--- config.mk ---
export PLATFORM = sky130hd
export DESIGN_NAME = btn_event_arbiter
export DESIGN_NICKNAME = d
export VERILOG_FILES = /design/src/rtl/bopit_pkg.sv /design/src/rtl/evt_fifo.sv /design/src/rtl/btn_event_arbiter.sv
export SDC_FILE = /design/constraint.sdc
export NUM_CORES = 1
export LEC_CHECK = 0
export ABC_AREA = 1
export CAP_MARGIN = 40
export CORE_AREA = 2 2 127 67
export DETAILED_ROUTE_END_ITERATION = 7
export DIE_AREA = 0 0 129 69
export PLACE_DENSITY_LB_ADDON = 0.25
export SYNTH_ARGS = -nofsm -noshare
export SYNTH_HDL_FRONTEND = slang
export SYNTH_SLANG_ARGS = --single-unit
--- constraint.sdc ---
create_clock -name clk -period 5.3 [get_ports clk]
set_input_delay 1.06 -clock clk [delete_from_list [all_inputs] [get_ports clk]]
set_output_delay 1.06 -clock clk [all_outputs]
set_load 0.05 [all_outputs]
--- src/rtl/bopit_pkg.sv ---
// bopit_pkg: shared button count, button code type and round-robin helper
package bopit_pkg;
  localparam int NUM_BTNS = 5;
  typedef logic [2:0] btn_code_t;
  localparam btn_code_t BTN_0 = 3'd0;
  localparam btn_code_t BTN_1 = 3'd1;
  localparam btn_code_t BTN_2 = 3'd2;
  localparam btn_code_t BTN_3 = 3'd3;
  localparam btn_code_t BTN_4 = 3'd4;
  function automatic btn_code_t rr_next(btn_code_t base, int step);
    int s;
    s = int'(base) + step;
    return btn_code_t'(s % NUM_BTNS);
  endfunction
endpackage

--- src/rtl/evt_fifo.sv ---
// evt_fifo: power-of-two event queue with combinational head read
module evt_fifo
  import bopit_pkg::*;
#(
  parameter int DEPTH = 4,
  localparam int AW = $clog2(DEPTH),
  localparam int CW = $clog2(DEPTH + 1)
) (
  input  logic          clk,
  input  logic          reset,
  input  logic          push,
  input  logic          pop,
  input  btn_code_t     wdata,
  output btn_code_t     rdata,
  output logic [CW-1:0] count,
  output logic          full,
  output logic          empty
);
  btn_code_t mem [DEPTH];
  logic [AW-1:0] wr_ptr, rd_ptr;
  logic do_push, do_pop;
  assign full    = count == CW'(DEPTH);
  assign empty   = count == '0;
  assign do_pop  = pop & ~empty;
  assign do_push = push & (~full | do_pop);
  assign rdata   = mem[rd_ptr];
  always_ff @(posedge clk or posedge reset) begin
    if (reset) begin
      wr_ptr <= '0;
      rd_ptr <= '0;
      count  <= '0;
    end else begin
      wr_ptr <= do_push ? wr_ptr + AW'(1) : wr_ptr;
      rd_ptr <= do_pop ? rd_ptr + AW'(1) : rd_ptr;
      count  <= count + CW'(do_push) - CW'(do_pop);
    end
  end
  always_ff @(posedge clk) begin
    if (do_push) mem[wr_ptr] <= wdata;
  end
endmodule

--- src/rtl/btn_event_arbiter.sv ---
// btn_event_arbiter: edge-detect buttons, round-robin grant pending events into a FIFO
module btn_event_arbiter
  import bopit_pkg::*;
#(
  parameter int FIFO_DEPTH = 4,
  localparam int CW = $clog2(FIFO_DEPTH + 1)
) (
  input  logic       clk,
  input  logic       reset,
  input  logic [4:0] btns_d,
  input  logic       evt_ready,
  input  logic       clear_ovf,
  output logic       evt_valid,
  output logic [2:0] evt_code,
  output logic [4:0] pending,
  output logic [2:0] fifo_count,
  output logic       overflow
);
  logic [4:0] btns_q, rise, gnt_mask;
  logic gnt, hit, pop, space, full, empty, lost;
  btn_code_t last_grant, gnt_idx, cand, head;
  logic [CW-1:0] cnt;
  assign rise     = btns_d & ~btns_q;
  assign pop      = evt_ready & ~empty;
  assign space    = ~full | pop;
  assign gnt      = |pending & space;
  assign gnt_mask = gnt ? 5'b1 << gnt_idx : 5'b0;
  // a rise on a still-pending, ungranted button is merged and reported as lost
  assign lost     = |(rise & pending & ~gnt_mask);
  always_comb begin
    gnt_idx = BTN_0;
    cand    = BTN_0;
    hit     = 1'b0;
    for (int k = 1; k <= NUM_BTNS; k++) begin
      cand = rr_next(last_grant, k);
      if (!hit && pending[cand]) begin
        gnt_idx = cand;
        hit     = 1'b1;
      end
    end
  end
  always_ff @(posedge clk or posedge reset) begin
    if (reset) begin
      btns_q     <= '0;
      pending    <= '0;
      last_grant <= BTN_4;
      overflow   <= 1'b0;
    end else begin
      btns_q     <= btns_d;
      pending    <= (pending & ~gnt_mask) | rise;
      last_grant <= gnt ? gnt_idx : last_grant;
      overflow   <= lost | (overflow & ~clear_ovf);
    end
  end
  evt_fifo #(.DEPTH(FIFO_DEPTH)) u_fifo (
    .clk   (clk),
    .reset (reset),
    .push  (gnt),
    .pop   (pop),
    .wdata (gnt_idx),
    .rdata (head),
    .count (cnt),
    .full  (full),
    .empty (empty)
  );
  assign evt_valid  = ~empty;
  assign evt_code   = empty ? BTN_0 : head;
  assign fifo_count = 3'(cnt);
endmodule
==> run summary, run 1 <==
Results of the flow run.

The netlist area before placement stands at 3047 um^2. Of the available clock period, the critical path in the final layout requires 82.96%. The gate count after technology mapping stands at 405. The final tally of setup violations stands at 0. The flow reports an fmax of 227.4 MHz. The first global-routing pass estimated 13,110 um of wire. The number of cell rows stands at 23. Among all cell classes, the greatest summed area belongs to logic gates. The flow ran to the end, and the final reports show no timing, DRC or antenna violations. The worst hold path begins at btns_q[4]$_DFF_PP0_. After legalization and detailed placement, the total HPWL measured 6595 um. The number of maximum-capacitance violations stands at 0.

The worst-case headroom to the max-slew limit stands at 66.36%. The total nets after synthesis stands at 448. TritonCTS built the clock tree.

For flop-to-flop paths, the worst setup slack is 900 ps. The report gives the cell count of the worst hold path as 1. For reference, the top cells by area after synthesis are dfrtp_1 16%, ha_1 13%, edfxtp_1 12%, nand2_1 11%, inv_1 6.9%.
run 1: per-stage QoR:
stage / cells / instance area (um^2) / util [%]
2_1_floorplan: 405 / 3047 / -
3_3_place_gp: 534 / 3388 / 43.45
3_5_place_dp: 535 / 3416 / 43.80
4_1_cts: 543 / 3555 / 45.58
5_1_grt: 543 / 3555 / 45.58
6_report: 543 / 3555 / 45.58
run 1: registers in the layout, summed over array words and instances (netlist names):
signal	flops
btns_q	5
u_fifo.count	3
overflow	1
u_fifo.mem	12
last_grant	3
u_fifo.rd_ptr	2
pending	5
u_fifo.wr_ptr	2
run 1: worst max-delay path, cell delays in order (launching register included):
cell and delay (ps):
dfrtp_1 440, inv_1 320, ha_1 470, ha_1 300, nor2_1 180, nand2_4 70
nand2_2 80, xor2_1 260, ha_1 190, inv_1 50, or2_2 270, nand2_2 100
nand2_2 80, nand2_1 60, nand2_1 80, inv_1 110, nand3_1 110, nand3_2 100
nand2_2 70, nor2_4 100, nand3_1 130, nand3_2 210, nand3_1 140, nand2_1 90
nand2_1 110, nor2_1 110, nand2_1 50
run 1: worst max-delay path by stage:
| stage | from | end | depth (start not counted) |
|---|---|---|---|
| global route | last_grant[1]$_DFFE_PP0P_ | overflow$_DFF_PP0_ | 26 |
| floorplan | last_grant[0]$_DFFE_PP0P_ | overflow$_DFF_PP0_ | 26 |
| CTS | last_grant[1]$_DFFE_PP0P_ | overflow$_DFF_PP0_ | 26 |
| detailed placement | last_grant[1]$_DFFE_PP0P_ | overflow$_DFF_PP0_ | 26 |
| finish | last_grant[1]$_DFFE_PP0P_ | overflow$_DFF_PP0_ | 26 |
| global placement | last_grant[0]$_DFFE_PP0P_ | overflow$_DFF_PP0_ | 26 |
run 1: routing by layer:
metal	track usage (%)	part of all wire (%)
met3	7.997	10
met1	32.96	57
met2	20.52	32
met5	0	0
met4	3.623	0.56
run 1: synth_stat cells, drive strengths merged, types with 4 or more instances:
| master | number |
|---|---|
| o21ai | 23 |
| dfrtp | 20 |
| nand2 | 110 |
| nand3 | 51 |
| nor2 | 44 |
| a21oi | 4 |
| inv | 63 |
| ha | 32 |
| edfxtp | 12 |
| nand3b | 5 |
| clkbuf | 4 |
| nand4 | 10 |
| xor2 | 7 |
run 1: cell usage in the layout (no fill, tap or decap), types with 3 or more instances in the layout:
cell             instances
o21ai_0                 16
nand2_1                 93
a21oi_1                  3
nor2_4                   3
nand3_1                 36
inv_1                   56
dfrtp_1                 20
nand2_4                  5
nor2_1                  41
nand2_2                 12
inv_2                    6
edfxtp_1                12
nand3b_1                 4
ha_1                    32
o21ai_1                  7
clkdlybuf4s50_1         21
nand4_1                  8
nand3_2                 13
xnor2_1                  3
clkbuf_16                5
xor2_1                   6
run 1: kinds of logic after synthesis:
logic type	synth area share, %
flops	29.12
buf+inv	8.870
fa+ha+maj	14.46
simple gates	38.44
compound gates	5.996
xor+xnor	3.121
run_1/route_heat.png
(3 px per um) 26 x 14 tiles, from dark purple (low) to yellow (high), scaled to the fullest tile. Values are wire area over tile area, all layers added.
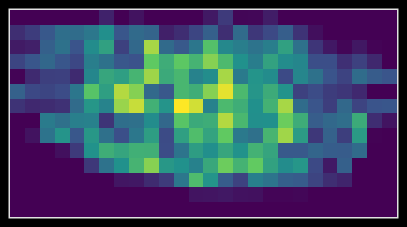
emptiest ninth of the die: lower left
mean over tiles: 0.15
densest ninth of the die: center
Total Routed Length: 8036 um
global routing usage summed across all routing layers: 19.22%
Routed WL per cell: 14.80 um
via count: 2,710

run_1/gates.png
(4 px per um)
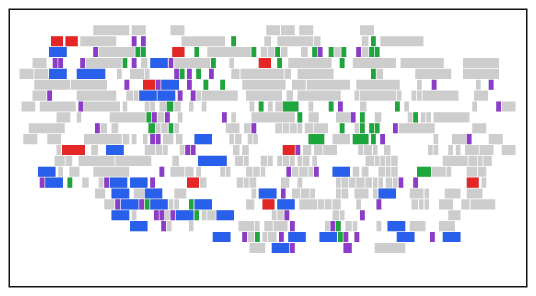
legend:
  nor cells:
    color: green
    cells: 47
    most_used: nor2_1
  xor and xnor cells:
    color: red
    cells: 10
    most_used: xor2_1
  inv cells:
    color: purple
    cells: 65
    most_used: inv_1
  fa/ha/maj cells:
    color: blue
    cells: 34
    most_used: ha_1
combinational share of cell area: 53.15%
final instance count without filler cells: 543
most common cell after layout, fill and taps aside: nand2_1

run_1/placed.png
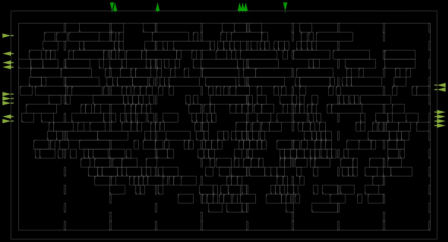
filler instances: 782
Tapcells: 112
total core area: 7799 um^2

run_1/closeup.png
Window x 50 to 80, y 20 to 50 um. Cells in gray, sequential cells in the stronger gray; small squares are vias.
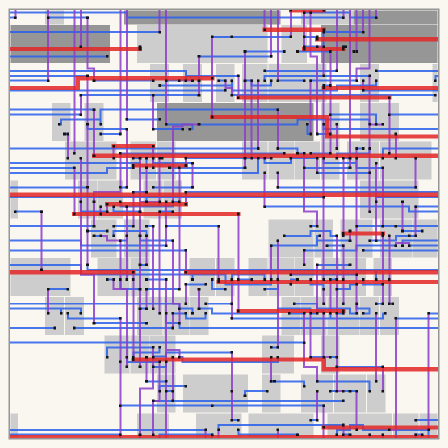

## Run 2: what changed since run 1
clock period = 3.9 ns   (was 5.3 ns; I/O delays follow)
run_2/closeup.png
Window x 50 to 80, y 20 to 50 um. Cells in gray, sequential cells in the stronger gray; small squares are vias.
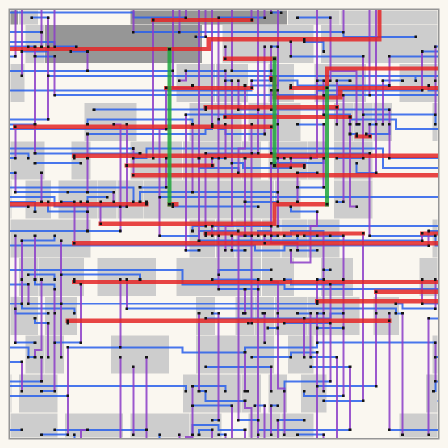
legend:
  M1:
    color: blue
  M4:
    color: green
  M3:
    color: red
  M2:
    color: purple
netlist names of flops here include: `u_fifo.mem` (1)
sequential cells in the window: 1
cells with their middle in the window: 68
most frequent: nand2_1 (11), nand3_1 (9), nand3_2 (7)

==> run 2 against run 1 <==
Cell count up 3.5%. Critical path depth is 1 lower. Global-route usage fell by 0.54 points. Clock skew is 2.1 ps lower.
==> run summary, run 2 <==
Results of the flow run.

The number of placed I/O pins stands at 22. In the layout the commonest cells are 84 x nand2_1, 50 x inv_1, 35 x nor2_1. In the synthesized netlist, the cells that appear most often are 93 x nand2_1, 56 x inv_1, 41 x nor2_1. The total nets after synthesis came to 448 (unchanged). Yosys instantiated no cell more often than nand2_1.

Looking at hold timing, the worst path starts from btns_q[4]$_DFF_PP0_. The clock skew after layout stands at 3.811 ps. The final tally of setup violations is 0 (unchanged). The number of cells traversed by the worst hold path stands at 1 (unchanged). The register-to-register setup slack came to 180 ps (-730 ps). The worst-case headroom to the max-slew limit stands at 66.28% (-0.079 points).

The netlist area before placement is 3047 um^2 (unchanged). The flip-flop count of the largest register after layout stands at 12 (unchanged). The placeable core region came to 7799 um^2 (unchanged). The achievable frequency was 268.5 MHz (+18%). The gate count after technology mapping stands at 405 (unchanged). The global-route wire length before repair stands at 12,890 um (-1.7%). The flow ran to the end, and the final reports show no timing, DRC or antenna violations.

TritonCTS built the clock tree. The number of maximum-capacitance violations stands at 0 (unchanged). The launch point of the worst register-to-register path is recorded as last_grant[2]$_DFFE_PP1P_. The HPWL reported at the end of detailed placement stands at 6463 um (-2.0%).

The share of the clock period used by the worst path stands at 95.51% (+13 points). The register with the most flip-flops in the final layout is u_fifo.mem. By area the synthesized netlist is led by dfrtp_1 16%, ha_1 13%, edfxtp_1 12%, nand2_1 11%, inv_1 6.9%.
run_2/layers.png
(4 px per um) Only two layers are drawn.
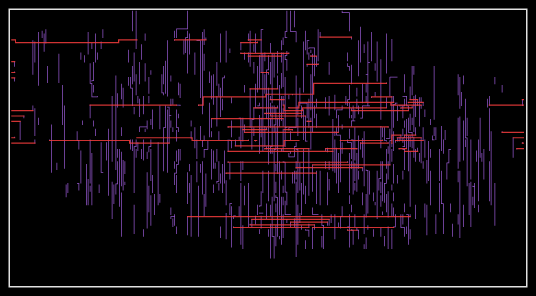
legend:
  M3:
    color: red
    wire_length: 803 um
  M2:
    color: purple
    wire_length: 3,030 um
global routing usage summed across all routing layers: 18.68%
via count: 2,816
Total Routed Length: 8252 um
Routed WL per cell: 14.68 um

==> run 2: critical path, stage by stage (launching register included) <==
cell	delay, ps
dfstp_2	560
inv_4	60
ha_4	250
nor2_4	100
nor2_2	50
a21oi_2	130
xor2_1	220
ha_2	220
fa_2	250
nand3_4	120
nand2_2	100
o21ai_4	80
buf_4	150
o21ai_1	200
nand2_2	110
nand4_2	120
nor2_1	70
nor2_2	190
nand3_4	130
buf_4	160
nor2_1	80
nand2_1	80
nand2_1	70
nand2_1	40
inv_1	40
nand2_1	40
==> run 2: kinds of logic (layout without fill, tap and decap cells) <==
family	count (synthesis)	count (layout)	share of synthesized area, %
fa+ha+maj	34	34	14.46
flops	33	33	29.12
buf+inv	71	116	8.870
xor+xnor	10	10	3.121
compound gates	32	32	5.996
simple gates	225	225	38.44
==> run 2: worst max-delay path by stage <==
stage,from,endpoint,slack (ps),cells past startpoint
after floorplan,last_grant[0]$_DFFE_PP0P_,overflow$_DFF_PP0_,180,26
after global placement,last_grant[2]$_DFFE_PP1P_,overflow$_DFF_PP0_,-60,24
after detailed placement,last_grant[2]$_DFFE_PP1P_,overflow$_DFF_PP0_,-40,24
after global routing,last_grant[2]$_DFFE_PP1P_,overflow$_DFF_PP0_,-70,26
after CTS,last_grant[2]$_DFFE_PP1P_,overflow$_DFF_PP0_,20,24
final,last_grant[2]$_DFFE_PP1P_,overflow$_DFF_PP0_,180,25
==> run 2: routing by layer <==
metal	vias up	routed length [um]	global-route usage, %
met5	-	0	0
met4	0	51	2.295
met3	8	803	5.280
met2	126	3034	22.40
met1	1296	4364	32.04
li1	1386	-	-
==> run 2: what timing repair did <==
item / CTS / global route
setup endpoints to repair: 1 / 19
pin swaps: 2 / 23
setup buffers: 0 / 7
resized: 3 / 62
==> run 2: cell type report <==
cell class / count / area [um^2]
tap: 112 / 140.1
sequential: 33 / 889.6
clock buffer: 8 / 167.7
fill: 757 / 3829
inverter: 65 / 254.0
timing repair buffer: 43 / 402.9
multi-input combinational: 301 / 2116
==> run 2: stage by stage <==
step	area [um^2]	TNS, ps	util (%)	instances
2_1_floorplan	3047	0	-	405
3_3_place_gp	3478	-61.66	44.60	546
3_5_place_dp	3506	-44.85	44.95	547
4_1_cts	3682	0	47.22	555
5_1_grt	3970	-72.59	50.91	562
6_report	3970	0	50.91	562
run_2/route_heat.png
(3 px per um) 26 x 14 tiles, from dark purple (low) to yellow (high), scaled to the fullest tile. Values are wire area over tile area, all layers added.
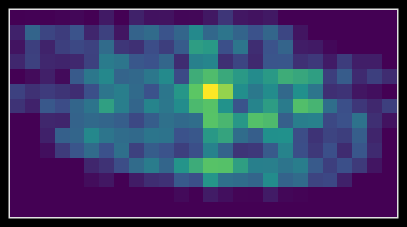

## Run 3: what changed since run 2
CORE_AREA = 2 2 131 69   (was 2 2 127 67)
DIE_AREA = 0 0 133 71   (was 0 0 129 69)
SYNTH_HIERARCHICAL = 1   (was unset)
run_3/route_heat.png
(3 px per um) 27 x 14 tiles, from dark purple (low) to yellow (high), scaled to the fullest tile. Values are wire area over tile area, all layers added.
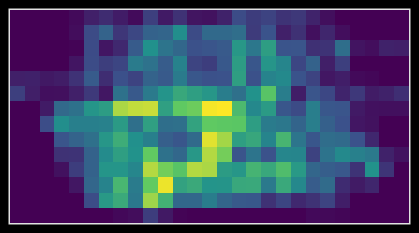
densest ninth of the die: center
fullest tile: 0.58
nearly empty tiles: 23%
mean over tiles: 0.15
Routed WL per cell: 14.38 um
via count: 3,085
global routing usage summed across all routing layers: 18.98%
Total Routed Length: 8999 um

run_3/placed.png
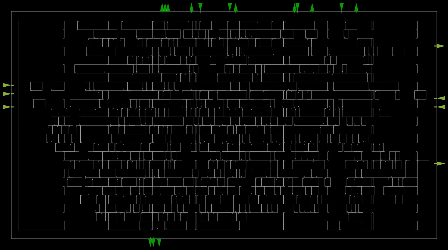
final instance count without filler cells: 626
Tapcells: 117
FFs & Latches: 33
row count: 24

==> run 3 against run 2 <==
Core utilization decreased by 1.8 points. Count of clock-buffer cells in the layout decreased by 2. Die area increased by 6.1%. Maximum frequency decreased by 2.7%. Clock skew about the same. Cell area increased by 3.7%. First-iteration DRC count increased by 26%. Global-route usage increased by 0.30 points. Synthesized area increased by 7.5%. Routed wire length increased by 9.1%. Highest routed layer unchanged.
==> run summary, run 3 <==
Results of the flow run.

The number of maximum-capacitance violations was 0 (unchanged). The worst endpoint required time stands at 3930 ps. Between the synthesized netlist and the finished layout, the area growth was recorded as 25.71%. The largest stage delay on the critical path was 560 ps (about the same). The timing report shows the most common cell along the critical path to be nand2_1. The gate count after technology mapping came to 464 (+15%). The achievable frequency came to 261.2 MHz (-2.7%). The worst setup path is captured at a flop.

The share of the clock period used by the worst path was 98.16% (+2.7 points). The number of port buffers stands at 21. The flip-flop count of the largest register after layout stands at 12 (unchanged). The timing report attributes the biggest portion of critical-path delay to simple AND/OR/NAND/NOR gates. The final tally of setup violations stands at 0 (unchanged). The standard cell area after detailed placement stands at 3670 um^2 (+4.7%). Counting flops and latches in the post-synthesis netlist gives 33.

Looking at the gate-level netlist, the highest instance count belongs to nand2_1. Looking at the clock tree report, the root buffer type is clkbuf_16. The HPWL reported at the end of detailed placement is 6999 um (+8.3%). The final standard cell area without fillers came to 4118 um^2 (+3.7%). In this run the critical path is formed by inv_4 > ha_4 > nor2_1 > nor2_1 > a21oi_2 > xor2_1 > ha_2 > fa_2 > nand3_4 > nand2_1 > nand2_2 > inv_1 > nand2_1 > nand3_2 > nand2_1 > nand2_1 > nand2_1 > a31oi_1 > nand3_1 > or2_1 > buf_4 > buf_4. The worst-case headroom to the max-slew limit stands at 58.85% (-7.4 points).

Yosys reports that the most numerous cell types are 126 x nand2_1, 68 x inv_1, 56 x nand3_1. The global-route wire length before repair stands at 14,080 um (+9.2%). TritonCTS built the clock tree. The total CTS buffers stands at 5.

The clock skew after layout came to 3.612 ps (-0.1988 ps). The placeable core region is 8378 um^2 (+7.4%). The cell total after placement is 605 (+11%).

The setup TNS was 0 ps (unchanged). The netlist area before placement stands at 3276 um^2 (+7.5%). Per the post-CTS timing run, clock transition at the registers of the reported paths is 50 ps. The total nets after synthesis stands at 506 (+13%). The library cells used most frequently in the layout, excluding fill and tap cells, are 115 x nand2_1, 63 x inv_1, 47 x nand3_1. The main area contributors are dfrtp_1 15%, nand2_1 14%, ha_1 12%, edfxtp_1 11%, nand3_1 8.6%. STA classifies the critical path startpoint as a flop. The flow ran to the end, and the final reports show no timing, DRC or antenna violations. The number of placed I/O pins stands at 22 (unchanged).

The core utilization of the finished layout stands at 49.15% (-1.8 points). Looking at the critical path, the single cell with the biggest stage delay is dfstp_2. Ranked by flip-flop count, first place goes to u_fifo/mem. The buffers plus inverters on the worst setup path is 4 (unchanged).
==> run 3: netlist changes by cell type after synthesis, sizes merged, moves of 4 or more <==
cell   change
xor2       -6
o21ai      -5
inv       +13
nor2      -12
nand2     +38
buf        +4
nand3     +18
==> run 3: metal layers <==
layer / part of all wire, % / up-vias / track usage (%)
li1: - / 1576 / -
met1: 54 / 1389 / 32.34
met2: 37 / 108 / 23.95
met3: 7.0 / 12 / 2.939
met4: 1.3 / 0 / 3.943
met5: 0 / - / 0
==> run 3: per-stage QoR <==
stage / hold slack [ps]
floorplan: 425.8
global placement: 459.5
detailed placement: 482.0
CTS: 489.3
global route: 531.0
finish: 486.0
==> run 3: final timing paths <==
kind                                         endpoint  slack (ps)                       from  cells past startpoint
min in group asynchronous   u_fifo/count[2]$_DFF_PP0_         790                      reset                      2
max in group asynchronous   last_grant[0]$_DFFE_PP0P_        2550                      reset                      2
hold reg to reg                  pending[3]$_DFF_PP0_         490        btns_q[3]$_DFF_PP0_                      1
setup reg to reg           u_fifo/mem[1][2]$_DFFE_PP_          70  last_grant[2]$_DFFE_PP1P_                     22
setup / recovery           u_fifo/mem[1][2]$_DFFE_PP_          70  last_grant[2]$_DFFE_PP1P_                     22
hold / removal                   pending[3]$_DFF_PP0_         490        btns_q[3]$_DFF_PP0_                      1
==> run 3: cell families after synthesis <==
kind of cell,Yosys count,synth area share (%)
AOI/OAI and AO/OA,31,5.730
xor gates and xnor gates,4,1.070
adders and majority gates,33,13.06
buffers and inverters,87,10.62
DFF,33,27.08
and+or+nand+nor,276,42.44
==> run 3: final cells by class <==
type	instances	area, um^2
clock inverters	1	3.754
flip-flops and latches	33	888.4
fillers	800	4260
repair buffers	47	416.7
clock buffers	6	128.9
multi-input cells	344	2236
inverters	78	297.8
well taps	117	146.4
==> run 3: worst register-to-register path: stages, from the launching register on <==
cell	delay, ps
dfstp_2	560
inv_4	80
ha_4	260
nor2_1	100
nor2_1	70
a21oi_2	190
xor2_1	250
ha_2	250
fa_2	260
nand3_4	100
nand2_1	80
nand2_2	90
inv_1	100
nand2_1	80
nand3_2	90
nand2_1	60
nand2_1	60
nand2_1	80
a31oi_1	160
nand3_1	130
or2_1	270
buf_4	140
buf_4	130
==> run 3: repair_timing <==
action	in CTS	in global routing
pin swaps	0	22
resized	4	53
buffers inserted	1	13
setup endpoints to repair	2	11
